Placement density heat map:
Drawn at 3 px/um. The die is cut into 9 by 9 equal tiles; white is low, dark blue is high, 0 to 100% covered.
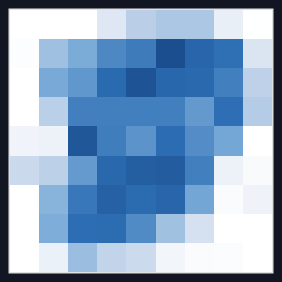
Routed metal, one color a layer:
Drawn at 6 px/um. Two of the layers only.
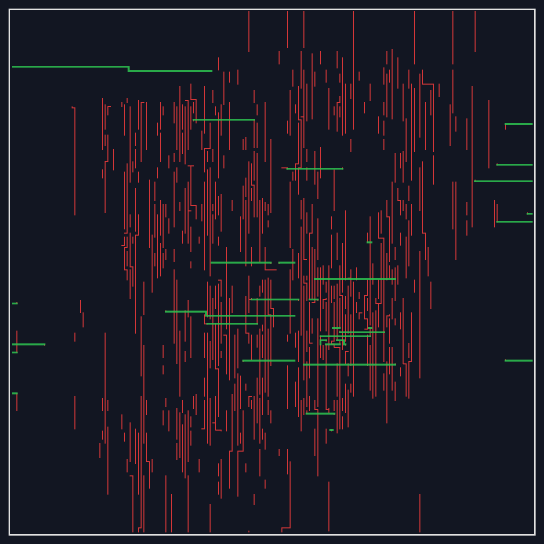
`src/rtl/ps2_device.sv`:
```
// PS/2 device-side link controller (keyboard/mouse end of the cable).
// The device always generates PS2_CLK. It sends bytes from a one-entry holding
// register as 11-bit frames (start, 8 data LSB first, odd parity, stop). When
// the host issues a request-to-send, it clocks in 10 bits (8 data, parity and
// stop) and answers with an ack pulse.
// Both lines are open-collector. Each *_O output is tied low, and each *_T
// output selects release (1) or drive-low (0).
//
// Parameters
//   HALF_CYC  PS/2 clock half-period, in Bus2IP_Clk cycles
//   GAP_CYC   minimum idle time between frames, in Bus2IP_Clk cycles
// Ports
//   Bus2IP_Clk, Bus2IP_Reset   system clock; synchronous active-high reset
//   C_I/C_O/C_T                PS2_CLK sampled / drive value / tri-state enable
//   D_I/D_O/D_T                PS2_D   sampled / drive value / tri-state enable
//   tx_data, tx_valid          byte offered for transmission to the host
//   tx_ready                   holding register is empty
//   rx_data                    last byte received from the host
//   rx_valid, rx_err           one-cycle status pulses for a received frame
module ps2_device #(
    parameter int unsigned HALF_CYC = 4000,
    parameter int unsigned GAP_CYC  = 8000
) (
    input  logic       Bus2IP_Clk,
    input  logic       Bus2IP_Reset,
    input  logic       C_I,
    output logic       C_O,
    output logic       C_T,
    input  logic       D_I,
    output logic       D_O,
    output logic       D_T,
    input  logic [7:0] tx_data,
    input  logic       tx_valid,
    output logic       tx_ready,
    output logic [7:0] rx_data,
    output logic       rx_valid,
    output logic       rx_err
);

    localparam int unsigned CNT_MAX = (HALF_CYC > GAP_CYC) ? HALF_CYC : GAP_CYC;
    localparam int unsigned CW      = $clog2(CNT_MAX + 1);
    localparam logic [CW-1:0] HALF_LAST = CW'(HALF_CYC - 1);
    localparam logic [CW-1:0] GAP_LAST  = CW'(GAP_CYC - 1);

    typedef enum logic [2:0] {
        IDLE, TX_HI, TX_LO, RX_WAIT, RX_LO, RX_HI, ACK, GAP
    } state_e;

    state_e        state_q;
    logic          c_meta_q, c_s_q, d_meta_q, d_s_q;
    logic [CW-1:0] cnt_q;
    logic [3:0]    bit_idx_q;
    logic [3:0]    bit_nxt;
    logic          pending_q;
    logic [7:0]    tx_hold_q;
    logic [10:0]   tx_frame;
    logic [8:0]    rx_shift_q;
    logic [7:0]    rx_data_q;
    logic          rx_valid_q, rx_err_q;
    logic          c_t_q, d_t_q;

    // Frame bits in transmit order, index 0 first on the wire.
    always_comb begin
        tx_frame = {1'b1, ~^tx_hold_q, tx_hold_q, 1'b0};
        bit_nxt  = bit_idx_q + 4'd1;
    end

    // Two-flop synchronizers; they reset to the released (high) line level.
    always_ff @(posedge Bus2IP_Clk) begin
        if (Bus2IP_Reset) begin
            c_meta_q <= 1'b1;
            c_s_q    <= 1'b1;
            d_meta_q <= 1'b1;
            d_s_q    <= 1'b1;
        end else begin
            c_meta_q <= C_I;
            c_s_q    <= c_meta_q;
            d_meta_q <= D_I;
            d_s_q    <= d_meta_q;
        end
    end

    always_ff @(posedge Bus2IP_Clk) begin
        if (Bus2IP_Reset) begin
            state_q    <= IDLE;
            cnt_q      <= '0;
            bit_idx_q  <= '0;
            pending_q  <= 1'b0;
            tx_hold_q  <= '0;
            rx_shift_q <= '0;
            rx_data_q  <= '0;
            rx_valid_q <= 1'b0;
            rx_err_q   <= 1'b0;
            c_t_q      <= 1'b1;
            d_t_q      <= 1'b1;
        end else begin
            rx_valid_q <= 1'b0;
            rx_err_q   <= 1'b0;

            // The holding register accepts in any state. The frame end clears
            // pending only while pending is set, so the two never collide.
            if (tx_valid && !pending_q) begin
                pending_q <= 1'b1;
                tx_hold_q <= tx_data;
            end

            unique case (state_q)
                IDLE: begin
                    cnt_q <= '0;
                    c_t_q <= 1'b1;
                    d_t_q <= 1'b1;
                    if (!c_s_q) begin
                        state_q <= RX_WAIT;
                    end else if (pending_q) begin
                        state_q   <= TX_HI;
                        bit_idx_q <= '0;
                        d_t_q     <= tx_frame[0];
                    end
                end

                TX_HI: begin
                    if (cnt_q == HALF_LAST) begin
                        cnt_q <= '0;
                        if (!c_s_q) begin
                            // Host inhibit: drop the frame, keep the byte pending.
                            c_t_q   <= 1'b1;
                            d_t_q   <= 1'b1;
                            state_q <= GAP;
                        end else begin
                            c_t_q   <= 1'b0;
                            state_q <= TX_LO;
                        end
                    end else begin
                        cnt_q <= cnt_q + 1'b1;
                    end
                end

                TX_LO: begin
                    if (cnt_q == HALF_LAST) begin
                        cnt_q <= '0;
                        c_t_q <= 1'b1;
                        if (bit_idx_q == 4'd10) begin
                            pending_q <= 1'b0;
                            d_t_q     <= 1'b1;
                            state_q   <= GAP;
                        end else begin
                            bit_idx_q <= bit_nxt;
                            d_t_q     <= tx_frame[bit_nxt];
                            state_q   <= TX_HI;
                        end
                    end else begin
                        cnt_q <= cnt_q + 1'b1;
                    end
                end

                RX_WAIT: begin
                    if (c_s_q) begin
                        if (!d_s_q) begin
                            state_q   <= RX_LO;
                            c_t_q     <= 1'b0;
                            cnt_q     <= '0;
                            bit_idx_q <= '0;
                        end else begin
                            state_q <= IDLE;
                        end
                    end
                end

                RX_LO: begin
                    if (cnt_q == HALF_LAST) begin
                        cnt_q   <= '0;
                        c_t_q   <= 1'b1;
                        state_q <= RX_HI;
                    end else begin
                        cnt_q <= cnt_q + 1'b1;
                    end
                end

                RX_HI: begin
                    if (cnt_q == HALF_LAST) begin
                        cnt_q <= '0;
                        if (bit_idx_q == 4'd9) begin
                            // Tenth pulse carries the stop bit.
                            if (d_s_q) begin
                                state_q   <= ACK;
                                c_t_q     <= 1'b0;
                                d_t_q     <= 1'b0;
                                bit_idx_q <= '0;
                                rx_data_q <= rx_shift_q[7:0];
                                if (^rx_shift_q) begin
                                    rx_valid_q <= 1'b1;
                                end else begin
                                    rx_err_q <= 1'b1;
                                end
                            end else begin
                                rx_err_q <= 1'b1;
                                state_q  <= GAP;
                            end
                        end else begin
                            // Data arrives LSB first, so shift in from the top.
                            rx_shift_q <= {d_s_q, rx_shift_q[8:1]};
                            bit_idx_q  <= bit_nxt;
                            c_t_q      <= 1'b0;
                            state_q    <= RX_LO;
                        end
                    end else begin
                        cnt_q <= cnt_q + 1'b1;
                    end
                end

                ACK: begin
                    // bit_idx_q 0 is the low half of the ack pulse, 1 is the high half.
                    if (cnt_q == HALF_LAST) begin
                        cnt_q <= '0;
                        if (bit_idx_q == 4'd0) begin
                            bit_idx_q <= 4'd1;
                            c_t_q     <= 1'b1;
                        end else begin
                            d_t_q   <= 1'b1;
                            state_q <= GAP;
                        end
                    end else begin
                        cnt_q <= cnt_q + 1'b1;
                    end
                end

                GAP: begin
                    c_t_q <= 1'b1;
                    d_t_q <= 1'b1;
                    if (cnt_q == GAP_LAST) begin
                        cnt_q   <= '0;
                        state_q <= IDLE;
                    end else begin
                        cnt_q <= cnt_q + 1'b1;
                    end
                end

                default: state_q <= IDLE;
            endcase
        end
    end

    assign C_O      = 1'b0;
    assign D_O      = 1'b0;
    assign C_T      = c_t_q;
    assign D_T      = d_t_q;
    assign tx_ready = ~pending_q;
    assign rx_data  = rx_data_q;
    assign rx_valid = rx_valid_q;
    assign rx_err   = rx_err_q;

endmodule

```
`config.mk`:
```
export PLATFORM = sky130hd
export DESIGN_NAME = ps2_device
export DESIGN_NICKNAME = d
export VERILOG_FILES = /design/src/rtl/ps2_device.sv
export SDC_FILE = /design/constraint.sdc
export NUM_CORES = 1
export LEC_CHECK = 0
export ABC_CLOCK_PERIOD_IN_PS = 3200
export CORE_MARGIN = 4
export CORE_UTILIZATION = 45
export CTS_BUF_LIST = sky130_fd_sc_hd__clkbuf_4
export CTS_CLUSTER_DIAMETER = 120
export DETAILED_ROUTE_END_ITERATION = 6
export HOLD_SLACK_MARGIN = 0.02
export PLACE_DENSITY = 0.77
export SYNTH_ARGS = -nofsm -noshare
export SYNTH_HDL_FRONTEND = slang
export SYNTH_SLANG_ARGS = --single-unit
```
`constraint.sdc`:
```
create_clock -name Bus2IP_Clk -period 3.2 [get_ports Bus2IP_Clk]
set_input_delay 0.48 -clock Bus2IP_Clk [delete_from_list [all_inputs] [get_ports Bus2IP_Clk]]
set_output_delay 0.48 -clock Bus2IP_Clk [all_outputs]
set_load 0.02 [all_outputs]
```
==> flow_summary.ini <==
; physical design summary
[yosys]
ys.flop_type = dfxtp_1
largest_area_cell = dfxtp_1
ys_async_sr_fraction_pct = 0
ys_seq_share_pct = 38.2
area_leaders = dfxtp_1, mux2i_1, nor2_1
syn_avg_cell_area_um2 = 8.69

[floorplan]
die_width_um = 87.3
die_h_um = 87.3

[setup_path]
end_kind = register
crit_required_ps = 3490
crit_slowest_cell = dfxtp_1
critical_path_arrival_ps = 2740
cp_cell_sequence = inv_1, ha_1, mux4_2, o211a_1, o41ai_1, a21oi_1
cp_max_fo = 10

[route]
wl_met2_um = 2640

[cts]
post_cts_buffers = 0
clock_sinks = 54
cts_root_buffer = clkbuf_4
htree_levels = 2
cts_resized = 0
clk_path_buf_depth = 2

[place]
portBuffers = 25
gp_congestion = 0.830
hpwl_um = 4140

[flow_run]
tool_warnings = 29
maxCapViolations = 0

[final_layout]
drive_above_1_share_pct = 7.04
layout.nets = 358
num_antenna_cells = 0
regArea_um2 = 1080
nFillCells = 569
combGateArea_um2 = 1630

[power]
ir_drop_mv = 0.365
p_leak_nw = 1.24
internal_power_mw = 1.05

[timing]
fmax_ghz = 0.409
skew_ps = 12.8
min_period_over_period_pct = 76.5

[run_status]
status = complete, no violations

[global_routing]
grt_overflow = 0
Back to the opening pictures, 'placement density heat map':
The fullest tile reaches 88%. 21% of the tiles are over 75% full. 19% of the tiles are nearly empty. The emptiest ninth of the die: south-east.
initial core utilization: 47.0%
final core occ: 52.7%
Core Area: 6030 um^2

Back to the opening pictures, 'routed metal, one color a layer':
Key: green = metal 3 [wire length 208 um]; red = metal 2 [wire length 2640 um]
GRT Overall Usage: 15.8%
Post-Route WL: 5660 um
via count: 2305
WL/cell: 13.6 um

==> power by group through the flow <==
stage | clock network (mW) | logic, mW | registers [mW]
6_report | 0.333 | 0.547 | 0.817
5_1_grt | 0.369 | 0.605 | 0.830
4_1_cts | 0.344 | 0.543 | 0.814
3_5_place_dp | 0 | 0.539 | 0.828
3_3_place_gp | 0 | 0.524 | 0.825
2_1_floorplan | 0 | 0.473 | 0.769
==> stage by stage <==
stage	cell area, um^2	hold WS, ps	cells
3_5_place_dp	3110	394	408
4_1_cts	3180	437	416
6_report	3180	431	416
2_1_floorplan	2840	389	327
5_1_grt	3180	452	416
3_3_place_gp	3110	395	408
==> area by class of cell <==
| cell class | count | share of cell area, % |
|---|---|---|
| multi-input combinational | 244 | 51.4 |
| sequential | 54 | 34.0 |
| timing repair buffer | 29 | 8.82 |
| tap | 75 | 2.95 |
| clock buffer | 5 | 1.18 |
| clock inverter | 3 | 0.906 |
| inverter | 6 | 0.709 |
==> layer usage <==
layer | up-vias | GRT usage [%]
met4 | 0 | 4.32
met1 | 1087 | 21.5
li1 | 1163 | -
met2 | 45 | 25.1
met3 | 10 | 3.60
met5 | - | 0
==> worst paths after layout <==
check	end	slack, ps	depth (start not counted)	from
hold reg to reg	d_s_q	430	1	d_meta_q
setup / recovery	D_T	750	6	bit_idx_q[0]
hold / removal	d_s_q	430	1	d_meta_q
setup reg to reg	D_T	750	6	bit_idx_q[0]
==> cell families (layout without fill, tap and decap cells) <==
logic type	count (synthesis)	after routing	synth area share [%]
DFF	54	54	38.2
adders and majority gates	5	5	2.21
and+or+nand+nor	129	129	22.8
buffers and inverters	29	43	4.28
other	1	2	0.132
AOI/OAI and AO/OA	51	51	12.9
xor gates and xnor gates	25	25	7.73
muxes	32	32	11.7
==> sequential cells by signal (all words and copies together) (netlist names), 3 cells and up <==
register / cells
bit_idx_q: 4
state_q: 3
rx_shift_q: 9
cnt_q: 13
rx_data: 8
tx_hold_q: 8
==> critical path: cells and delay by family, from the launching register on <==
family	cells	cell delay (ps)
AND-OR/OR-AND	3	690
adder cells (fa/ha/maj)	1	440
buffers and inverters	1	140
flip-flops	1	550
multiplexers	1	530
==> cells in the mapped netlist (2+ instances only) <==
| master | instances |
|---|---|
| dfxtp_1 | 54 |
| nor4_1 | 2 |
| ha_1 | 5 |
| o21ai_1 | 5 |
| a211o_1 | 2 |
| buf_1 | 2 |
| nand2b_1 | 2 |
| and3b_1 | 3 |
| nor4bb_1 | 2 |
| o21ai_0 | 5 |
| xnor2_1 | 19 |
| xor2_1 | 6 |
| mux2i_1 | 31 |
| nor2_1 | 62 |
| nor2b_1 | 4 |
| nand2_1 | 15 |
| nand3b_1 | 4 |
| buf_2 | 4 |
| a311oi_1 | 3 |
| nand4_2 | 2 |
| o211ai_1 | 3 |
| buf_4 | 2 |
| nand3_1 | 12 |
| nor3_1 | 3 |
| nor3b_1 | 3 |
| a2bb2oi_1 | 2 |
| nand4_1 | 3 |
| inv_1 | 5 |
| a21oi_1 | 14 |
| a31oi_1 | 3 |
| clkbuf_1 | 15 |
| or2_2 | 4 |
Power is estimated from default activity; no workload was simulated.
